## config.mk

```make
export PLATFORM = sky130hd
export DESIGN_NAME = pc_redirect_ctrl
export DESIGN_NICKNAME = d
export VERILOG_FILES = /design/src/rtl/pc_redirect_ctrl.sv
export SDC_FILE = /design/constraint.sdc
export NUM_CORES = 1
export LEC_CHECK = 0
export ABC_AREA = 1
export CAP_MARGIN = 20
export CORE_ASPECT_RATIO = 0.6
export CORE_UTILIZATION = 40
export DETAILED_ROUTE_END_ITERATION = 10
export PLACE_DENSITY = 0.8
export REMOVE_ABC_BUFFERS = 1
export SLEW_MARGIN = 30
export SYNTH_ARGS = -nofsm -noshare
export SYNTH_HDL_FRONTEND = slang
export SYNTH_SLANG_ARGS = --single-unit
```

## constraint.sdc

```tcl
create_clock -name clk -period 1.4 [get_ports clk]
set_clock_uncertainty 0.05 [all_clocks]
set_input_delay 0.28 -clock clk [delete_from_list [all_inputs] [get_ports clk]]
set_output_delay 0.28 -clock clk [all_outputs]
set_load 0.05 [all_outputs]
```

## src/rtl/pc_redirect_ctrl.sv

```systemverilog
// pc_redirect_ctrl
//   Sequences PC redirects. Each cycle it picks at most one of these actions:
//   mispredict replay, taken branch, or fence hold. It then squashes wrong-path
//   fetch for FLUSH_CYCLES cycles, or holds the PC until memory drains.
//   Every output comes straight from a flop.
//
// Parameters
//   FLUSH_CYCLES   (1..15)  : cycles flush_o is high, counting the redirect cycle
//   FENCE_MAX_WAIT (1..255) : drain cycles before fence_timeout_o is set
//
// Optional feature
//   PC_REDIRECT_TRAP_EN : adds trap_i/trap_vec_i. A trap outranks every other
//                         source in every state and is issued on the replay path.
//
// Ports
//   clk, rst_n                           clock; async active-low reset
//   mispredict_i / mispredict_addr_i     predictor replay request and address
//   branch_taken_i / branch_target_i     resolved taken branch and target
//   fence_req_i, mem_idle_i              fence request; memory-side idle
//   replay_o / replay_addr_o             replay command to the PC
//   branch_o / branch_target_o           branch command to the PC
//   fence_o                              PC hold
//   flush_o                              squash IF/ID
//   fence_timeout_o                      sticky drain-timeout flag
//   redirect_count_o                     replays plus branches, wraps at 2^16
module pc_redirect_ctrl #(
  parameter int FLUSH_CYCLES   = 2,
  parameter int FENCE_MAX_WAIT = 255
) (
  input  logic        clk,
  input  logic        rst_n,
  input  logic        mispredict_i,
  input  logic [31:0] mispredict_addr_i,
  input  logic        branch_taken_i,
  input  logic [31:0] branch_target_i,
  input  logic        fence_req_i,
  input  logic        mem_idle_i,
`ifdef PC_REDIRECT_TRAP_EN
  input  logic        trap_i,
  input  logic [31:0] trap_vec_i,
`endif
  output logic        replay_o,
  output logic [31:0] replay_addr_o,
  output logic        branch_o,
  output logic [31:0] branch_target_o,
  output logic        fence_o,
  output logic        flush_o,
  output logic        fence_timeout_o,
  output logic [15:0] redirect_count_o
);

  typedef enum logic [1:0] {RUN, FLUSH, FENCE_DRAIN} state_e;

  // The redirect cycle is the first flush cycle, so the counter is loaded
  // with the number of flush cycles that remain after it.
  localparam logic [3:0] FLUSH_INIT = 4'(FLUSH_CYCLES - 1);
  localparam logic [7:0] WAIT_MAX   = 8'(FENCE_MAX_WAIT);

  state_e      state_q, state_d;
  logic [3:0]  flush_cnt_q, flush_cnt_d;
  logic [7:0]  wait_q, wait_d;
  logic        replay_q, replay_d;
  logic [31:0] replay_addr_q, replay_addr_d;
  logic        branch_q, branch_d;
  logic [31:0] branch_tgt_q, branch_tgt_d;
  logic        fence_q, fence_d;
  logic        flush_q, flush_d;
  logic        timeout_q, timeout_d;
  logic [15:0] count_q, count_d;

  // Winner of this cycle's redirect arbitration, if there is one.
  logic        take_rp, take_br;
  logic [31:0] take_addr;

  always_comb begin
    state_d       = state_q;
    flush_cnt_d   = flush_cnt_q;
    wait_d        = wait_q;
    replay_d      = 1'b0;
    replay_addr_d = replay_addr_q;
    branch_d      = 1'b0;
    branch_tgt_d  = branch_tgt_q;
    fence_d       = 1'b0;
    flush_d       = 1'b0;
    timeout_d     = timeout_q;
    count_d       = count_q;
    take_rp       = 1'b0;
    take_br       = 1'b0;
    take_addr     = 32'h0;

    unique case (state_q)
      RUN: begin
        if (mispredict_i) begin
          take_rp   = 1'b1;
          take_addr = mispredict_addr_i;
        end else if (branch_taken_i) begin
          take_br   = 1'b1;
          take_addr = branch_target_i;
        end else if (fence_req_i) begin
          // The hold lasts at least one cycle, even if memory is already idle.
          fence_d = 1'b1;
          wait_d  = 8'h0;
          state_d = FENCE_DRAIN;
        end
      end
      FLUSH: begin
        // Requests seen here come from squashed instructions and are dropped.
        if (flush_cnt_q == 4'h0) begin
          state_d = RUN;
        end else begin
          flush_d     = 1'b1;
          flush_cnt_d = flush_cnt_q - 4'h1;
        end
      end
      FENCE_DRAIN: begin
        if (mispredict_i) begin
          take_rp   = 1'b1;
          take_addr = mispredict_addr_i;
        end else if (branch_taken_i) begin
          take_br   = 1'b1;
          take_addr = branch_target_i;
        end else if (mem_idle_i) begin
          state_d = RUN;
        end else begin
          fence_d = 1'b1;
          // The counter saturates, so a very long drain cannot wrap it past the limit.
          wait_d  = (wait_q == 8'hFF) ? wait_q : wait_q + 8'h1;
          if (wait_d >= WAIT_MAX) timeout_d = 1'b1;
        end
      end
      default: state_d = RUN;
    endcase

`ifdef PC_REDIRECT_TRAP_EN
    if (trap_i) begin
      take_rp   = 1'b1;
      take_br   = 1'b0;
      take_addr = trap_vec_i;
    end
`endif

    // Every redirect follows the same sequence: a strobe, then a flush window.
    // The hold and any remaining flush time are abandoned.
    if (take_rp || take_br) begin
      replay_d    = take_rp;
      branch_d    = take_br;
      if (take_rp) replay_addr_d = take_addr;
      else         branch_tgt_d  = take_addr;
      fence_d     = 1'b0;
      flush_d     = 1'b1;
      flush_cnt_d = FLUSH_INIT;
      count_d     = count_q + 16'h1;
      state_d     = FLUSH;
    end
  end

  always_ff @(posedge clk or negedge rst_n) begin
    if (!rst_n) begin
      state_q       <= RUN;
      flush_cnt_q   <= 4'h0;
      wait_q        <= 8'h0;
      replay_q      <= 1'b0;
      replay_addr_q <= 32'h0;
      branch_q      <= 1'b0;
      branch_tgt_q  <= 32'h0;
      fence_q       <= 1'b0;
      flush_q       <= 1'b0;
      timeout_q     <= 1'b0;
      count_q       <= 16'h0;
    end else begin
      state_q       <= state_d;
      flush_cnt_q   <= flush_cnt_d;
      wait_q        <= wait_d;
      replay_q      <= replay_d;
      replay_addr_q <= replay_addr_d;
      branch_q      <= branch_d;
      branch_tgt_q  <= branch_tgt_d;
      fence_q       <= fence_d;
      flush_q       <= flush_d;
      timeout_q     <= timeout_d;
      count_q       <= count_d;
    end
  end

  assign replay_o         = replay_q;
  assign replay_addr_o    = replay_addr_q;
  assign branch_o         = branch_q;
  assign branch_target_o  = branch_tgt_q;
  assign fence_o          = fence_q;
  assign flush_o          = flush_q;
  assign fence_timeout_o  = timeout_q;
  assign redirect_count_o = count_q;

endmodule

```

### The clock network, run 1

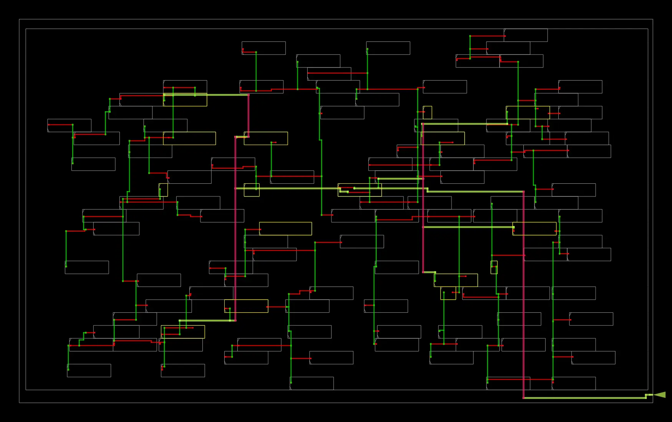
clk_lat worst skew: 0.35 ns
seq_cells: 99
Num CTS Buffers: 9

### Cells coloured by class, run 1

(3 px per um)
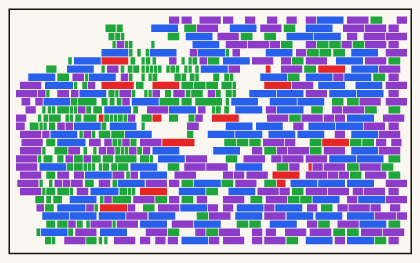
purple -> other buffers and delay cells  # cells 209
red -> clock drivers and dummy loads  # cells 16
blue -> flip-flops  # cells 99
green -> all other logic  # cells 243
Core Footprint: 9980 sq um
num rows: 28
post-route cell area: 7670 sq um
flop share of the area: 32.4%
fin util: 76.8%

### M3 wires, run 1

(4 px per um)
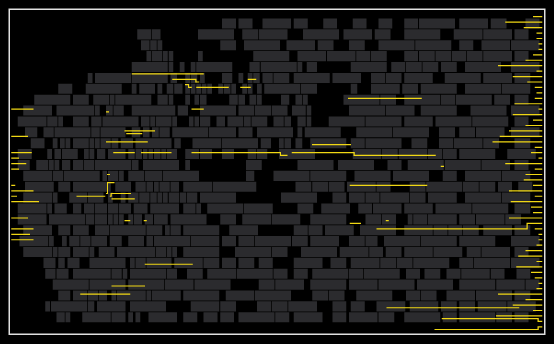
nets with wire on the layer = 90
main direction = horizontal
wire length on this layer = 645 um
share of all routed wire = 5.1%
grt met3 use: 5.81%
drt total wl: 12.7 mm

-- run 1: worst max-delay path, cell delays in order (launching register included) --
cell and delay (ns):
dfrtp_1 0.40, ha_4 0.17, nand2_4 0.06, nor2_4 0.16
buf_6 0.12, nand3_2 0.07, nand2_2 0.10, nand2_1 0.09
nor2_4 0.11, nand3_2 0.08, nand2_1 0.06
-- run 1: state kept, by name, indices dropped and copies added, names as in the netlist --
name	count
branch_target_o	32
replay_addr_o	32
redirect_count_o	16
wait_q	8
flush_cnt_q	4
state_q	2
branch_o	1
fence_o	1
fence_timeout_o	1
flush_o	1
replay_o	1
-- run 1: synth_stat cells --
cell type	n	area, sq um
o21ai_1	12	60.1
nand3_4	1	17.5
nand2_2	2	12.5
nand2_1	57	214
o21ai_0	2	10.0
buf_4	3	22.5
inv_1	25	93.8
nand3_1	23	115
nor2_4	1	11.3
o21bai_1	1	7.51
mux2_2	6	67.6
xor2_1	8	70.1
nor2_2	8	50.1
inv_2	4	15.0
nor3_1	3	15.0
nor2_1	14	52.6
mux2_1	58	653
xnor2_1	5	43.8
nand2_4	1	11.3
a22o_1	1	8.76
nor2_8	1	20.0
a22oi_1	1	7.51
dfrtp_1	99	2480
buf_2	3	15.0
o22ai_1	1	6.26
nand4_1	2	12.5
a31oi_1	1	6.26
ha_1	3	37.5
o21a_1	1	7.51
o21ai_2	1	8.76
-- run 1: cell type report --
type,count,area (sq um),area share [%]
Multi-Input combinational cell,214,1690,22.0
Clock inverter,6,87.6,1.14
Sequential cell,99,2480,32.4
Timing Repair Buffer,209,2910,37.9
Tap cell,135,169,2.20
Clock buffer,10,229,2.98
Inverter,29,111,1.45
==> results.yml, run 1 <==
# flow metrics
outcome:
  status: "finished, violations left"
  violations: "negative setup slack"
pwr:
  clock_net_power_mw: 2.66
  power.largest_group: "combinational cells"
  p_comb_share_pct: 58.6
  pwr-share-seq_pct: 27.6
  powerDensity_nw_per_um2: 2520
clocking:
  cts_root_buf: "clkbuf_16"
  cts_resized: 17
  clkTransAtPathRegs_ns: 0.07
  postCtsSetupBuffers: 4
critical_path:
  arrival_ns: 1.76
  setup.worst_path.class: "reg -> reg"
  r2r_slack_ns: -0.12
  worstPathRequired_ns: 1.64
  critPathMaxFanout: 3
yosys:
  adder_share_pct: 0.904
  xor_area_share_pct: 2.74
  synthCells: 348
grt:
  use_met2_pct: 41.4
  use_met1_pct: 30.5
  antenna_found_initial: 0
run:
  drv_cap: 0
  warning_count: 27
placed_design:
  place_inst: 673
  finalWeightedCongestion: 0.846
  detailed_place_hpwl_mm: 9.09
drt:
  drc: 0
  vias: 3432
  first_pass_iters: 5
sta:
  worst_slack_ns: -0.118
  slew_violations: 0
  finalSetupTns_ns: -1.19
  final-setup-viol-count: 63
  timing.final.hold_violations: 0
finish:
  antennaDiodeCount: 0
  drive_gt1_share_pct: 37.7
floorplanning:
  die_x_um: 134
### Clock wires, drivers and flops, run 1

(4 px per um)
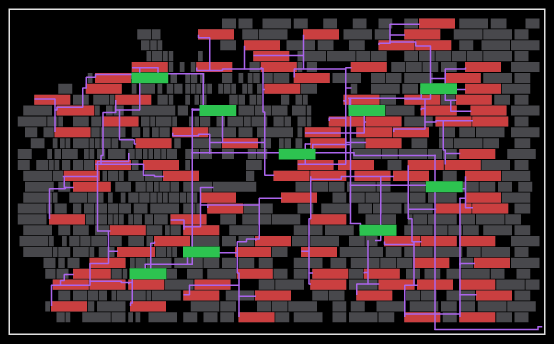

==> run 2: changes to the inputs <==
--- a/config.mk
+++ b/config.mk
@@ -8,6 +8,7 @@
 export ABC_AREA = 1
 export CAP_MARGIN = 20
 export CORE_ASPECT_RATIO = 0.6
+export CORE_MARGIN = 2
 export CORE_UTILIZATION = 40
 export DETAILED_ROUTE_END_ITERATION = 10
 export PLACE_DENSITY = 0.8
### Clock wires, drivers and flops, run 2

(4 px per um)
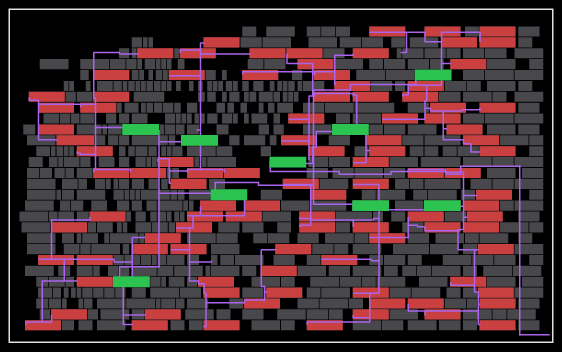
purple -> clock wires  # length 1220 um
green -> cells driving clock nets  # count 9
red -> flip-flops  # count 99
flops lie = all over the die

### Wires at chosen ports, followed through buffers, run 2

(4 px per um)
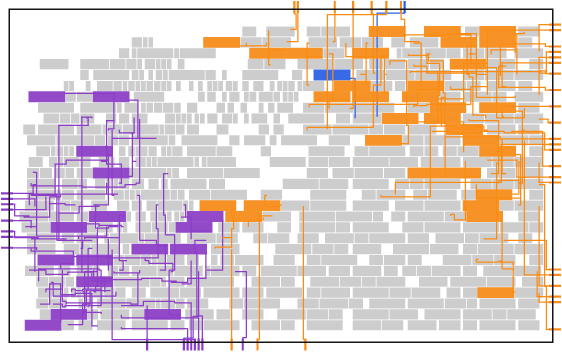
blue -> branch_o  # direction output, end cells 1, buffers 1, wire 44.5 um
orange -> branch_target_o  # direction output, end cells 32, buffers 32, wire 1440 um
purple -> redirect_count_o  # direction output, end cells 16, buffers 28, wire 1210 um
io pins: 155
port buffer count: 154

==> results.yml, run 2 <==
# flow metrics
sta:
  final-setup-viol-count: 79
  finalSetupTns_ns: -7.28
  worst_slack_ns: -0.150
finish:
  utilization_pct: 82.2
  final_area_sq_um: 8210
  antennaDiodeCount: 0
pwr:
  power.largest_group: "combinational cells"
  p_comb_share_pct: 62.3
yosys:
  async_flop_share_pct: 100
  synth_top_cell_by_area: "dfrtp_1"
  flop_cell: "dfrtp_1"
  top_cells_by_count: "dfrtp_1 (99), mux2_1 (58), nand2_1 (57)"
outcome:
  violations: "negative setup slack"
  status: "finished, violations left"
placed_design:
  place_inst: 672
  finalWeightedCongestion: 0.881
run:
  warning_count: 27
clocking:
  clkLatencyLatePin_ns: 0.34
  cts_root_buf: "clkbuf_16"
critical_path:
  arrival_ns: 1.73
  r2r_slack_ns: -0.15
drt:
  vias: 3641
  drc: 0
## run 2: critical path: cells and delay by family (launching register included)
kind,cells,cell delay (ns)
buffers and inverters,3,0.48
flip-flops,1,0.46
multiplexers,1,0.31
AND/OR/NAND/NOR,1,0.12
## run 2: area by class of cell
type	instances	area (sq um)	area share, %
inverter	29	111	1.36
timing repair buffer	231	3230	39.3
clock buffer	11	243	2.96
tap	135	169	2.06
multi-input combinational	214	1940	23.7
sequential	99	2480	30.2
clock inverter	5	36.3	0.442
## run 2: what timing repair did
item                       CTS  global route
pin swaps                    8            15
hold buffers                 1             0
cloned                       2             6
setup buffers               11            18
gates resized               38            93
setup endpoints to repair   86            96
hold endpoints to repair    94             0
## run 2: stage by stage
step / setup WS, ns / total power [mW]
CTS: -0.100 / 19.2
global placement: -0.418 / 16.0
global route: -0.229 / 21.4
detailed placement: -0.477 / 16.3
finish: -0.150 / 20.8
floorplan: -0.565 / 9.97
## run 2: cell families (layout without fill, tap and decap cells)
| kind of cell | count (synthesis) | in the layout | share of synthesized area [%] |
|---|---|---|---|
| xor+xnor | 13 | 13 | 2.74 |
| fa+ha+maj | 3 | 3 | 0.905 |
| compound gates | 21 | 21 | 2.96 |
| buf+inv | 35 | 276 | 3.53 |
| mux | 64 | 64 | 17.4 |
| flops | 99 | 99 | 59.7 |
| simple gates | 113 | 113 | 12.8 |
## run 2: metal layers
| layer | GRT usage (%) | share of wire (%) | up-vias |
|---|---|---|---|
| met5 | 0 | 0 | - |
| met4 | 7.20 | 1.7 | 0 |
| met3 | 7.08 | 6.2 | 22 |
| met2 | 41.2 | 49 | 143 |
| met1 | 29.7 | 43 | 1851 |
| li1 | - | - | 1625 |
No activity file was given, so power comes from the tool's default toggle rates.
